`src/rtl/fifo_wr_arbiter_pkg.sv`:
```
// fifo_wr_arbiter_pkg
//   Shared types and default sizes for the FIFO write-port arbiter.
//   arb_state_e : arbiter FSM state (IDLE between grants, BURST while a
//                 requester owns the FIFO write port).
//   FIFO_WIDTH  : default FIFO data width.
//   MAX_BURST   : default maximum words written per grant.
//   BEAT_W      : width of the per-grant beat counter.
package fifo_wr_arbiter_pkg;

  typedef enum logic {
    IDLE  = 1'b0,
    BURST = 1'b1
  } arb_state_e;

  localparam int FIFO_WIDTH = 16;
  localparam int MAX_BURST  = 4;
  localparam int BEAT_W     = 4;

endpackage

```
`src/rtl/fifo_wr_arbiter_rr_pick.sv`:
```
// fifo_wr_arbiter_rr_pick
//   Combinational round-robin picker. Searches req starting at
//   last_winner+1 and wrapping around; the first set bit wins.
//   Ports:
//     req         in  NUM_REQ  request vector
//     last_winner in  IDX_W    index of the previous grant holder
//     winner      out IDX_W    index of the selected requester
//     any_req     out 1        at least one request is set
module fifo_wr_arbiter_rr_pick #(
  parameter int NUM_REQ = 4,
  parameter int IDX_W   = 2
) (
  input  logic [NUM_REQ-1:0] req,
  input  logic [IDX_W-1:0]   last_winner,
  output logic [IDX_W-1:0]   winner,
  output logic               any_req
);

  localparam logic [IDX_W-1:0] LAST_IDX = IDX_W'(NUM_REQ - 1);

  logic [IDX_W-1:0] idx;

  always_comb begin
    winner  = '0;
    any_req = 1'b0;
    idx     = last_winner;
    // Walk NUM_REQ positions after last_winner; last_winner itself is
    // visited last, so a lone requester can win back-to-back grants.
    for (int k = 0; k < NUM_REQ; k++) begin
      idx = (idx == LAST_IDX) ? '0 : idx + 1'b1;
      if (!any_req && req[idx]) begin
        any_req = 1'b1;
        winner  = idx;
      end
    end
  end

endmodule

```
`src/rtl/fifo_wr_arbiter.sv`:
```
// fifo_wr_arbiter
//   Shares the FIFO write port between NUM_REQ producers using
//   round-robin arbitration with bursts of up to MAX_BURST words.
//   Writes are gated by fifo_full, and the FIFO's registered wr_ack /
//   overflow responses are routed back to the requester that issued
//   the corresponding write.
//   Ports:
//     clk, rst_n     clock (rising edge), asynchronous active-low reset
//     req            per-requester write request
//     req_data       packed write data, slice i belongs to requester i
//     gnt            registered one-hot grant
//     fifo_wr_en     FIFO write enable
//     fifo_data_in   FIFO write data
//     fifo_full      FIFO full flag
//     fifo_wr_ack    FIFO write acknowledge (one cycle after wr_en)
//     fifo_overflow  FIFO overflow (one cycle after wr_en)
//     ack, ovf       per-requester routed responses
//     busy           high while in BURST
module fifo_wr_arbiter #(
  parameter int NUM_REQ    = 4,
  parameter int FIFO_WIDTH = fifo_wr_arbiter_pkg::FIFO_WIDTH,
  parameter int MAX_BURST  = fifo_wr_arbiter_pkg::MAX_BURST
) (
  input  logic                          clk,
  input  logic                          rst_n,
  input  logic [NUM_REQ-1:0]            req,
  input  logic [NUM_REQ*FIFO_WIDTH-1:0] req_data,
  output logic [NUM_REQ-1:0]            gnt,
  output logic                          fifo_wr_en,
  output logic [FIFO_WIDTH-1:0]         fifo_data_in,
  input  logic                          fifo_full,
  input  logic                          fifo_wr_ack,
  input  logic                          fifo_overflow,
  output logic [NUM_REQ-1:0]            ack,
  output logic [NUM_REQ-1:0]            ovf,
  output logic                          busy
);

  import fifo_wr_arbiter_pkg::*;

  localparam int IDX_W = (NUM_REQ > 2) ? $clog2(NUM_REQ) : 1;
  localparam logic [BEAT_W-1:0] LAST_BEAT = BEAT_W'(MAX_BURST - 1);

  arb_state_e        state_reg;
  logic [NUM_REQ-1:0] gnt_reg;
  logic [IDX_W-1:0]   owner_reg;
  logic [IDX_W-1:0]   last_winner_reg;
  logic [BEAT_W-1:0]  beat_cnt_reg;
  logic               busy_reg;
  logic               pend_valid_reg;
  logic [IDX_W-1:0]   pend_owner_reg;

  logic [IDX_W-1:0]   winner;
  logic               any_req;
  logic               in_burst;
  logic               owner_req;

  fifo_wr_arbiter_rr_pick #(
    .NUM_REQ (NUM_REQ),
    .IDX_W   (IDX_W)
  ) u_rr_pick (
    .req         (req),
    .last_winner (last_winner_reg),
    .winner      (winner),
    .any_req     (any_req)
  );

  assign in_burst  = (state_reg == BURST);
  assign owner_req = req[owner_reg];

  // Write issue is combinational from registered state so the owner's
  // data goes out in the same cycle it is presented.
  assign fifo_wr_en   = in_burst & owner_req & ~fifo_full;
  assign fifo_data_in = in_burst ? req_data[owner_reg*FIFO_WIDTH +: FIFO_WIDTH] : '0;

  assign gnt  = gnt_reg;
  assign busy = busy_reg;

  always_ff @(posedge clk or negedge rst_n) begin
    if (!rst_n) begin
      state_reg       <= IDLE;
      gnt_reg         <= '0;
      owner_reg       <= '0;
      last_winner_reg <= IDX_W'(NUM_REQ - 1);
      beat_cnt_reg    <= '0;
      busy_reg        <= 1'b0;
      pend_valid_reg  <= 1'b0;
      pend_owner_reg  <= '0;
    end else begin
      // Remember who issued this cycle's write; the FIFO answers one
      // cycle later, possibly after ownership has already moved on.
      pend_valid_reg <= fifo_wr_en;
      if (fifo_wr_en) begin
        pend_owner_reg <= owner_reg;
      end

      case (state_reg)
        IDLE: begin
          if (any_req) begin
            state_reg       <= BURST;
            gnt_reg         <= NUM_REQ'(1) << winner;
            owner_reg       <= winner;
            last_winner_reg <= winner;
            beat_cnt_reg    <= '0;
            busy_reg        <= 1'b1;
          end
        end
        BURST: begin
          if (fifo_wr_en) begin
            beat_cnt_reg <= beat_cnt_reg + 1'b1;
          end
          // A full stall neither counts a beat nor ends the burst; only a
          // dropped request or the final beat releases the grant.
          if (!owner_req || (fifo_wr_en && (beat_cnt_reg == LAST_BEAT))) begin
            state_reg <= IDLE;
            gnt_reg   <= '0;
            busy_reg  <= 1'b0;
          end
        end
      endcase
    end
  end

  generate
    for (genvar gi = 0; gi < NUM_REQ; gi++) begin : g_resp
      assign ack[gi] = pend_valid_reg & fifo_wr_ack   & (pend_owner_reg == IDX_W'(gi));
      assign ovf[gi] = pend_valid_reg & fifo_overflow & (pend_owner_reg == IDX_W'(gi));
    end
  endgenerate

endmodule

```
`config.mk`:
```
export PLATFORM = sky130hd
export DESIGN_NAME = fifo_wr_arbiter
export DESIGN_NICKNAME = d
export VERILOG_FILES = /design/src/rtl/fifo_wr_arbiter_pkg.sv /design/src/rtl/fifo_wr_arbiter_rr_pick.sv /design/src/rtl/fifo_wr_arbiter.sv
export SDC_FILE = /design/constraint.sdc
export NUM_CORES = 1
export LEC_CHECK = 0
export CAP_MARGIN = 15
export CORE_MARGIN = 4
export CORE_UTILIZATION = 31
export DETAILED_ROUTE_END_ITERATION = 7
export PLACE_DENSITY = 0.72
export REMOVE_ABC_BUFFERS = 1
export SYNTH_ARGS = -nofsm -noshare
export SYNTH_HDL_FRONTEND = slang
export SYNTH_SLANG_ARGS = --single-unit
```
`constraint.sdc`:
```
create_clock -name clk -period 1.7 [get_ports clk]
set_input_delay 0.425 -clock clk [delete_from_list [all_inputs] [get_ports clk]]
set_output_delay 0.425 -clock clk [all_outputs]
set_load 0.05 [all_outputs]
```
### Clock routing

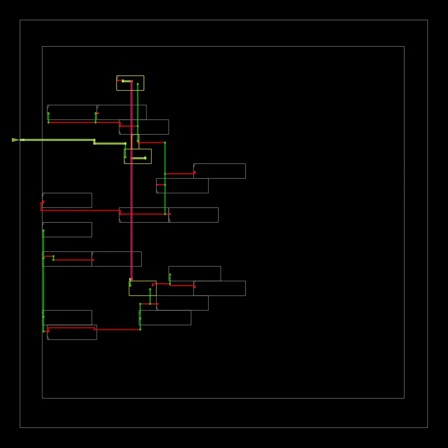
Num Clock Sinks: 17
clk pwr: 0.307 mW
clock skew: 5.61 ps
clock buffers: 4

==> out/summary.txt <==
status - complete, but fails checks
failing checks - setup timing
share of layout cells above drive strength 1 - 51.6%
Clock Latency Late Sink - 260 ps
sequential share of cell area - 13.9%
Seq pwr share - 14.4%
Post-Syn Instances - 125
Worst Path Max Fanout - 6
Root Driver - clkbuf_8
Gate Area - 0.00110 mm2
largest class - non-clock buffers
CP dominant cell by count - buf_8
vias in the first global route - 1667
final setup fails - 29
Critical Path Stages - 4
Port Buffers - 102
DRC Markers - 0
Simple-Gate Area Share - 21.5%
non-clk buf share - 47.0%
top cells, area - dfrtp_1 26%, mux4_2 17%, mux4_1 9.3%
met2 wire length - 2820 um
GP Congestion - 0.825
mux share - 32.4%
delay-heaviest family, CP - multiplexers
most common logic cells in the final layout - 66 x clkdlybuf4s50_1, 32 x buf_4, 17 x and2_4
Worst R2R Path Depth - 9
Avg WL per Cell - 16.5 um
crit path cell chain - buf_8, mux4_2, and2_4, buf_8
placed instance count - 299
crit path from - owner_reg[0]
Psw - 2.52 mW
Post-CTS Hold Fix Bufs - 0
Synth top area share - 26.5%
die footprint - 0.00572 mm2
Max stage delay cell, worst path - mux4_2
gr usage total - 17.2%
Repair and plain buffers - 137
setup ws final - -391 ps
Clk pin slew, worst setup/hold paths - 70 ps
### Placement density heat map

(4 px per um) 8 x 8 tiles, from dark purple (low) to yellow (high), 0 to 100% covered.
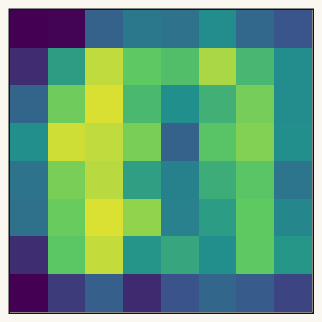
tiles over 75% full: 28%
nearly empty tiles: 4.7%
mean over tiles: 53%
emptiest ninth of the die: top left
densest ninth of the die: left middle
area of the core: 0.00438 mm2
Finished Core Util: 70.9%
Core Util at FP: 32.3%

Power figures rest on the tool's default switching activity, not on a simulated workload.
